Figure 1. Routed clock nets over the placement.
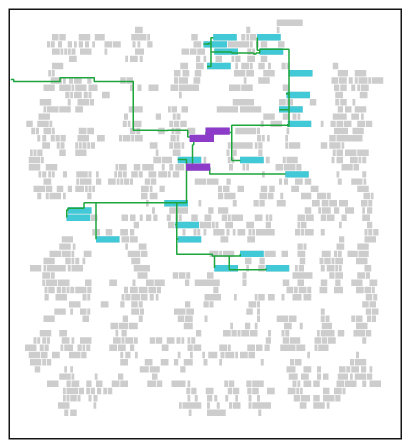
Figure 2. Pin map.
Pins as bars across the die edge, other pins in grey.
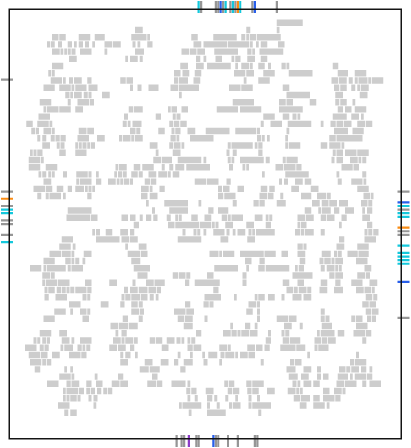
Figure 3. Wires at chosen ports, followed through buffers.
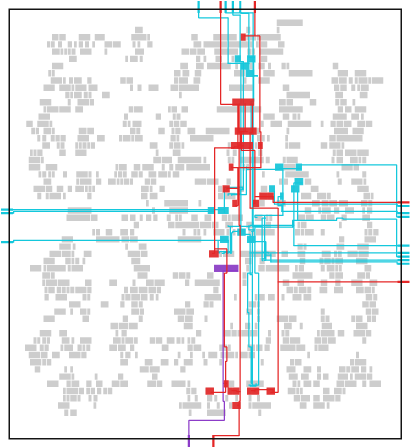
Figure 4. Placement view.
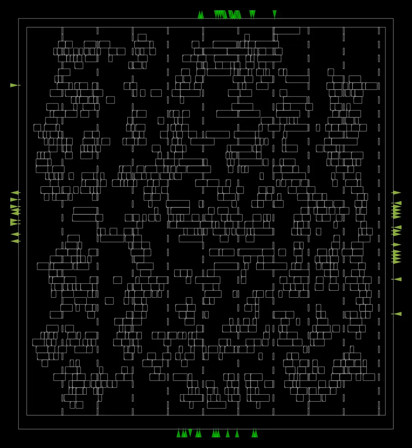
--- src/rtl/rsp_xarb_pkg.sv ---
// Shared types and sizes for the response crossbar scheduler.
// Per-target lock state and index helpers.
package rsp_xarb_pkg;

  localparam int NI   = 5;
  localparam int NT   = 3;
  localparam int IDXW = $clog2(NI);

  typedef logic [IDXW-1:0] idx_t;

  typedef struct packed {
    logic lock_vld;
    idx_t owner;
    idx_t ptr;
  } tgt_state_t;

  // Source index plus one, wrapping at NI.
  function automatic idx_t inc_mod(idx_t v);
    return (v == idx_t'(NI - 1)) ? '0 : v + idx_t'(1);
  endfunction

endpackage

--- src/rtl/rsp_xarb_if.sv ---
// Source/target handshake and matrix request bundle.
// slave: scheduler side, master: sources/targets side.
interface rsp_xarb_if;
  import rsp_xarb_pkg::*;

  logic [NI-1:0]    src_vld;
  logic [NI*NT-1:0] src_dst;
  logic [NI-1:0]    src_last;
  logic [NI-1:0]    src_rdy;
  logic [NT-1:0]    tgt_vld;
  logic [NT-1:0]    tgt_rdy;
  logic [NI*NT-1:0] xreq;
  logic             err;

  modport slave (
    input  src_vld, src_dst, src_last, tgt_rdy,
    output src_rdy, tgt_vld, xreq, err
  );

  modport master (
    output src_vld, src_dst, src_last, tgt_rdy,
    input  src_rdy, tgt_vld, xreq, err
  );

endinterface

--- src/rtl/rsp_rr_pick.sv ---
// Combinational round-robin picker over NI requesters.
// Scans ptr, ptr+1, ... and grants the first set request.
module rsp_rr_pick
  import rsp_xarb_pkg::*;
(
  input  logic [NI-1:0] req_i,
  input  idx_t          ptr_i,
  output logic          gnt_vld_o,
  output idx_t          gnt_idx_o
);

  int j;

  // First requester at or after ptr, wrapping.
  always_comb begin
    gnt_vld_o = 1'b0;
    gnt_idx_o = '0;
    j         = 0;
    for (int k = 0; k < NI; k++) begin
      j = (int'(ptr_i) + k) % NI;
      if (!gnt_vld_o && req_i[j]) begin
        gnt_vld_o = 1'b1;
        gnt_idx_o = idx_t'(j);
      end
    end
  end

endmodule

--- src/rtl/rsp_xarb.sv ---
// Packet-level scheduler for the response crossbar.
// Per-target round-robin lock held until the last beat.
module rsp_xarb
  import rsp_xarb_pkg::*;
(
  input logic clk,
  input logic rst,
  rsp_xarb_if.slave bus
);

  localparam logic [NI-1:0] ONE = NI'(1);

  tgt_state_t st_q [NT];
  tgt_state_t st_d [NT];
  logic       err_q, err_d;

  logic [NI-1:0]    oh;
  logic [NI-1:0]    owns;
  logic [NI-1:0]    bad;
  logic [NI-1:0]    elig  [NT];
  logic [NI-1:0]    req_m [NT];
  logic [NI-1:0]    mask  [NT+1];
  logic [NT-1:0]    gv;
  idx_t             gi    [NT];
  logic [NT-1:0]    done;
  logic [NI*NT-1:0] xreq_w;
  logic [NT-1:0]    tvld_w;
  logic [NI-1:0]    srdy_w;
  logic [NT-1:0]    dst;

  // Matrix requests and handshakes from the registered locks.
  always_comb begin
    xreq_w = '0;
    tvld_w = '0;
    srdy_w = '0;
    done   = '0;
    for (int t = 0; t < NT; t++) begin
      for (int i = 0; i < NI; i++) begin
        xreq_w[i*NT+t] = st_q[t].lock_vld &&
                         (st_q[t].owner == idx_t'(i));
      end
      tvld_w[t] = st_q[t].lock_vld &&
                  bus.src_vld[st_q[t].owner];
      done[t]   = tvld_w[t] && bus.tgt_rdy[t] &&
                  bus.src_last[st_q[t].owner];
    end
    for (int i = 0; i < NI; i++) begin
      srdy_w[i] = |(xreq_w[i*NT +: NT] & bus.tgt_rdy);
    end
  end

  // Eligibility: valid, exactly one-hot target, no lock held.
  always_comb begin
    oh   = '0;
    owns = '0;
    bad  = '0;
    dst  = '0;
    for (int t = 0; t < NT; t++) begin
      elig[t] = '0;
    end
    for (int i = 0; i < NI; i++) begin
      dst     = bus.src_dst[i*NT +: NT];
      oh[i]   = $onehot(dst);
      bad[i]  = bus.src_vld[i] && !oh[i];
      owns[i] = |xreq_w[i*NT +: NT];
      for (int t = 0; t < NT; t++) begin
        elig[t][i] = bus.src_vld[i] && oh[i] &&
                     dst[t] && !owns[i];
      end
    end
  end

  assign mask[0] = '0;

  for (genvar t = 0; t < NT; t++) begin : g_pick
    assign req_m[t] = elig[t] & ~mask[t];

    rsp_rr_pick u_pick (
      .req_i     (req_m[t]),
      .ptr_i     (st_q[t].ptr),
      .gnt_vld_o (gv[t]),
      .gnt_idx_o (gi[t])
    );

    // A source taken by a lower target is hidden from higher ones.
    assign mask[t+1] = mask[t] |
      ((!st_q[t].lock_vld && gv[t]) ? (ONE << gi[t]) : '0);
  end

  // Per-target IDLE/BUSY transitions and sticky error.
  always_comb begin
    st_d  = st_q;
    err_d = err_q || (|bad);
    for (int t = 0; t < NT; t++) begin
      if (!st_q[t].lock_vld) begin
        if (gv[t]) begin
          st_d[t].lock_vld = 1'b1;
          st_d[t].owner    = gi[t];
        end
      end else if (done[t]) begin
        st_d[t].lock_vld = 1'b0;
        st_d[t].ptr      = inc_mod(st_q[t].owner);
      end
    end
  end

  // State registers.
  always_ff @(posedge clk or posedge rst) begin
    if (rst) begin
      for (int t = 0; t < NT; t++) begin
        st_q[t] <= '0;
      end
      err_q <= 1'b0;
    end else begin
      st_q  <= st_d;
      err_q <= err_d;
    end
  end

  assign bus.xreq    = xreq_w;
  assign bus.tgt_vld = tvld_w;
  assign bus.src_rdy = srdy_w;
  assign bus.err     = err_q;

endmodule

--- src/flat_wrapper.sv ---
// flat-port wrapper written by rule: the top's interface ports become plain ports
module rsp_xarb_flat import rsp_xarb_pkg::*;
  (clk, rst, bus_src_vld, bus_src_dst, bus_src_last, bus_tgt_rdy, bus_src_rdy, bus_tgt_vld, bus_xreq, bus_err);
  rsp_xarb_if bus_i ();
  input logic clk;
  input logic rst;
  input wire logic [$bits(bus_i.src_vld)-1:0] bus_src_vld;
  input wire logic [$bits(bus_i.src_dst)-1:0] bus_src_dst;
  input wire logic [$bits(bus_i.src_last)-1:0] bus_src_last;
  input wire logic [$bits(bus_i.tgt_rdy)-1:0] bus_tgt_rdy;
  output wire logic [$bits(bus_i.src_rdy)-1:0] bus_src_rdy;
  output wire logic [$bits(bus_i.tgt_vld)-1:0] bus_tgt_vld;
  output wire logic [$bits(bus_i.xreq)-1:0] bus_xreq;
  output wire logic [$bits(bus_i.err)-1:0] bus_err;
  assign bus_i.src_vld = bus_src_vld;
  assign bus_i.src_dst = bus_src_dst;
  assign bus_i.src_last = bus_src_last;
  assign bus_i.tgt_rdy = bus_tgt_rdy;
  assign bus_src_rdy = bus_i.src_rdy;
  assign bus_tgt_vld = bus_i.tgt_vld;
  assign bus_xreq = bus_i.xreq;
  assign bus_err = bus_i.err;
  rsp_xarb u_core (.clk(clk), .rst(rst), .bus(bus_i));
endmodule
--- config.mk ---
export PLATFORM = sky130hd
export DESIGN_NAME = rsp_xarb_flat
export DESIGN_NICKNAME = d
export VERILOG_FILES = /design/src/rtl/rsp_xarb_pkg.sv /design/src/rtl/rsp_xarb_if.sv /design/src/rtl/rsp_rr_pick.sv /design/src/rtl/rsp_xarb.sv /design/src/flat_wrapper.sv
export SDC_FILE = /design/constraint.sdc
export NUM_CORES = 1
export LEC_CHECK = 0
export CAP_MARGIN = 25
export CELL_PAD_IN_SITES_DETAIL_PLACEMENT = 0
export CELL_PAD_IN_SITES_GLOBAL_PLACEMENT = 1
export CORE_ASPECT_RATIO = 1.1
export CORE_MARGIN = 3
export CORE_UTILIZATION = 30
export DETAILED_ROUTE_END_ITERATION = 7
export DONT_BUFFER_PORTS = 1
export PLACE_DENSITY = 0.51
export SYNTH_ARGS = -nofsm -noshare
export SYNTH_HDL_FRONTEND = slang
export SYNTH_SLANG_ARGS = --single-unit
--- constraint.sdc ---
create_clock -name clk -period 9.4 [get_ports clk]
set_input_delay 1.88 -clock clk [delete_from_list [all_inputs] [get_ports clk]]
set_output_delay 1.88 -clock clk [all_outputs]
set_load 0.01 [all_outputs]
==> reports/qor.txt <==
status - completed
Floorplan Nets - 981
Final Skew - 8.65 ps
share of cells above drive strength 1 - 8.61%
# DRC - 0
1st-iter DRT viols - 427
mux share of post-synthesis cell area - 6.34%
CP startpoint kind - flop
Initial Utilization - 30.6%
met3 Usage GRT - 5.13%
clock buf count - 3
largest net degree at the start of global routing - 33
final slew viol count - 0
I/O pin count - 54
drt pass-1 iters - 5
drt wl/cell - 21.3 um
vias post-DR - 6,594
Via density - 5.74
Die Area - 0.0237 mm2
RSZ-0062 raised after global routing - false
Total Wirelength - 24,400 um
CTS H-tree depth - 1
number of global-route vias before repair - 6,386
most frequent CP cell - ha_1
#FFs+latches synth - 22
final worst-path setup slack - 786 ps
setup tns final - 0 ps
Min-Delay Path Class - reg -> reg
post-DP HPWL - 20,500 um
met2 wire length - 12,500 um
top cell type by total area after synthesis - ha_1
hold endpoint - u_core.st_q[13]
Fmax achieved - 0.116 GHz
Final Hold Fails - 0
Top logic family - AND-OR/OR-AND gates
Worst path slowest cell - a311oi_1
Top-area cell share - 15.4%
mi-comb count - 743
clk_lat worst skew - 260 ps
setup slack, reg-to-reg - 790 ps
Routed Antenna Nets - 0
Ys Warns - 0
slowest cell delay on critical path - 560 ps
Mapped Area - 0.00657 mm2
Post-CTS Setup Inserts - 0
Critical Path Sink Type - flop
M1 WL - 9870 um
met3 routed WL - 1720 um
worst hold start - u_core.st_q[13]
GR Util met1 - 23.6%
post-cts sizing count - 0
top-count cell post-synth - nand2_1
Core Box Area - 0.0214 mm2
Sink Count - 22
critical path data arrival time - 8740 ps
Die Y - 161 um
Area-dominant class - multi-input combinational cells
cycle use final - 91.6%
first-pass GRT wire length - 37,500 um
FA/HA/MAJ Cells, Area Fraction - 17.3%
Clock-cell share - 1.07%
buffering overhead - 1.67%
GR Layer Usage met2 - 36.4%
Cell Count, Final, Fillers Out - 1,149
initial antenna violation count - 0
main flop type - dfrtp_1
worst slew pin tran - 1020 ps
clk buf depth - 2
Hold Path Cell Cnt - 2
Tool Warnings - 72
# Cells Yosys - 864
end of the worst register-to-register path - u_core.st_q[3]
crit-path leading delay family - AND-OR/OR-AND gates
Synth area leaders - ha_1 15%, dfrtp_1 8.4%, nand2_1 5.1%, inv_1 4.2%, xnor2_1 4.1%
gr busiest metal - met2
Top cells excl fill/tap - 90 x nand2_1, 81 x ha_1, 73 x inv_1, 57 x nor2_1
IO Port Bufs - 0
unique cell type count in the Yosys netlist - 99
worst hold margin - 656 ps
FF-to-FF path depth - 29
number of max-cap violations - 0
final core occ - 32.8%
dpl cells - 1,145
Buffers, non-clock - 13
Post-synth EDFFs - 0
P&R area growth vs syn - 7.09%
Critical path buffers and inverters - 3
Mapped Cells - 864
most numerous logic cell after layout - nand2_1
die width - 147 um
Post-Place Worst Slack - 555 ps
GPL Wtd Cong - 0.860
Num CTS Buffers - 3
CTS tree - built
ys async rst share - 100%
Final nets - 978
syn avg cell area - 7.60 um2
placed cell area - 0.00693 mm2
flop share of the area - 7.83%
fin crit period - 8610 ps
Slew HR - 31.3%
XOR Share, Synth - 5.22%
clock transition at the registers of the reported paths - 70 ps
Logic inverters - 78
top cells by count - 90 x nand2_1, 81 x ha_1, 73 x inv_1, 57 x nor2_1
post-synth area from yosys stat - 0.00657 mm2
Simple-Gate Area Share - 26.6%
Synth Seq Share - 8.38%
fin area - 0.00703 mm2
n_diodes - 0
CTS Root Cell - clkbuf_16
CTS Hold Bufs - 0
aoi share - 30.2%
Max Used Layer - met4
Overflow after GRT - 0
Back to the opening pictures, Figure 1:
[green] clock wires | length: 430 um
[purple] clock drivers | count: 3
[cyan] flip-flops | count: 22
routed clock nets	4

Back to the opening pictures, Figure 2:
colour	port	pins	direction	edge
blue	bus_src_vld	5	input	2 right, 2 top, 1 bottom
orange	bus_tgt_rdy	3	input	1 right, 1 left, 1 top
purple	bus_err	1	output	bottom
cyan	bus_xreq	15	output	8 right, 4 top, 3 left
all pins by edge	16 right, 15 top, 13 bottom, 10 left

Back to the opening pictures, Figure 3:
colour	port	direction	edge	end cells	buffers	wire
purple	bus_err	output	bottom	1	0	82.5 um
cyan	bus_xreq	output	8 right, 4 top, 3 left	15	0	1,480 um
red	bus_src_vld	input	2 right, 2 top, 1 bottom	20	0	700 um

Back to the opening pictures, Figure 4:
Tap Count: 290
flip-flops: 22
row count: 56
layout filler cell count: 2,370

-- flip-flops by register name, indices dropped and copies added (netlist names) --
signal,flops
u_core.st_q,21
u_core.bus.err,1
-- worst max-delay path by stage --
stage,start,endpoint,slack (ps),cells past startpoint
final,u_core.st_q[15],u_core.st_q[3],790,29
after global routing,u_core.st_q[15],u_core.st_q[3],90,29
after CTS,u_core.st_q[15],u_core.st_q[3],710,29
after detailed placement,bus_src_dst[6],u_core.st_q[3],550,22
after global placement,bus_src_dst[12],u_core.st_q[5],710,22
after floorplan,bus_src_dst[12],u_core.st_q[5],1740,24
-- kinds of logic after synthesis --
logic type | after synthesis
simple gates | 315
compound gates | 271
buf+inv | 99
fa+ha+maj | 87
xor+xnor | 37
mux | 33
flops | 22
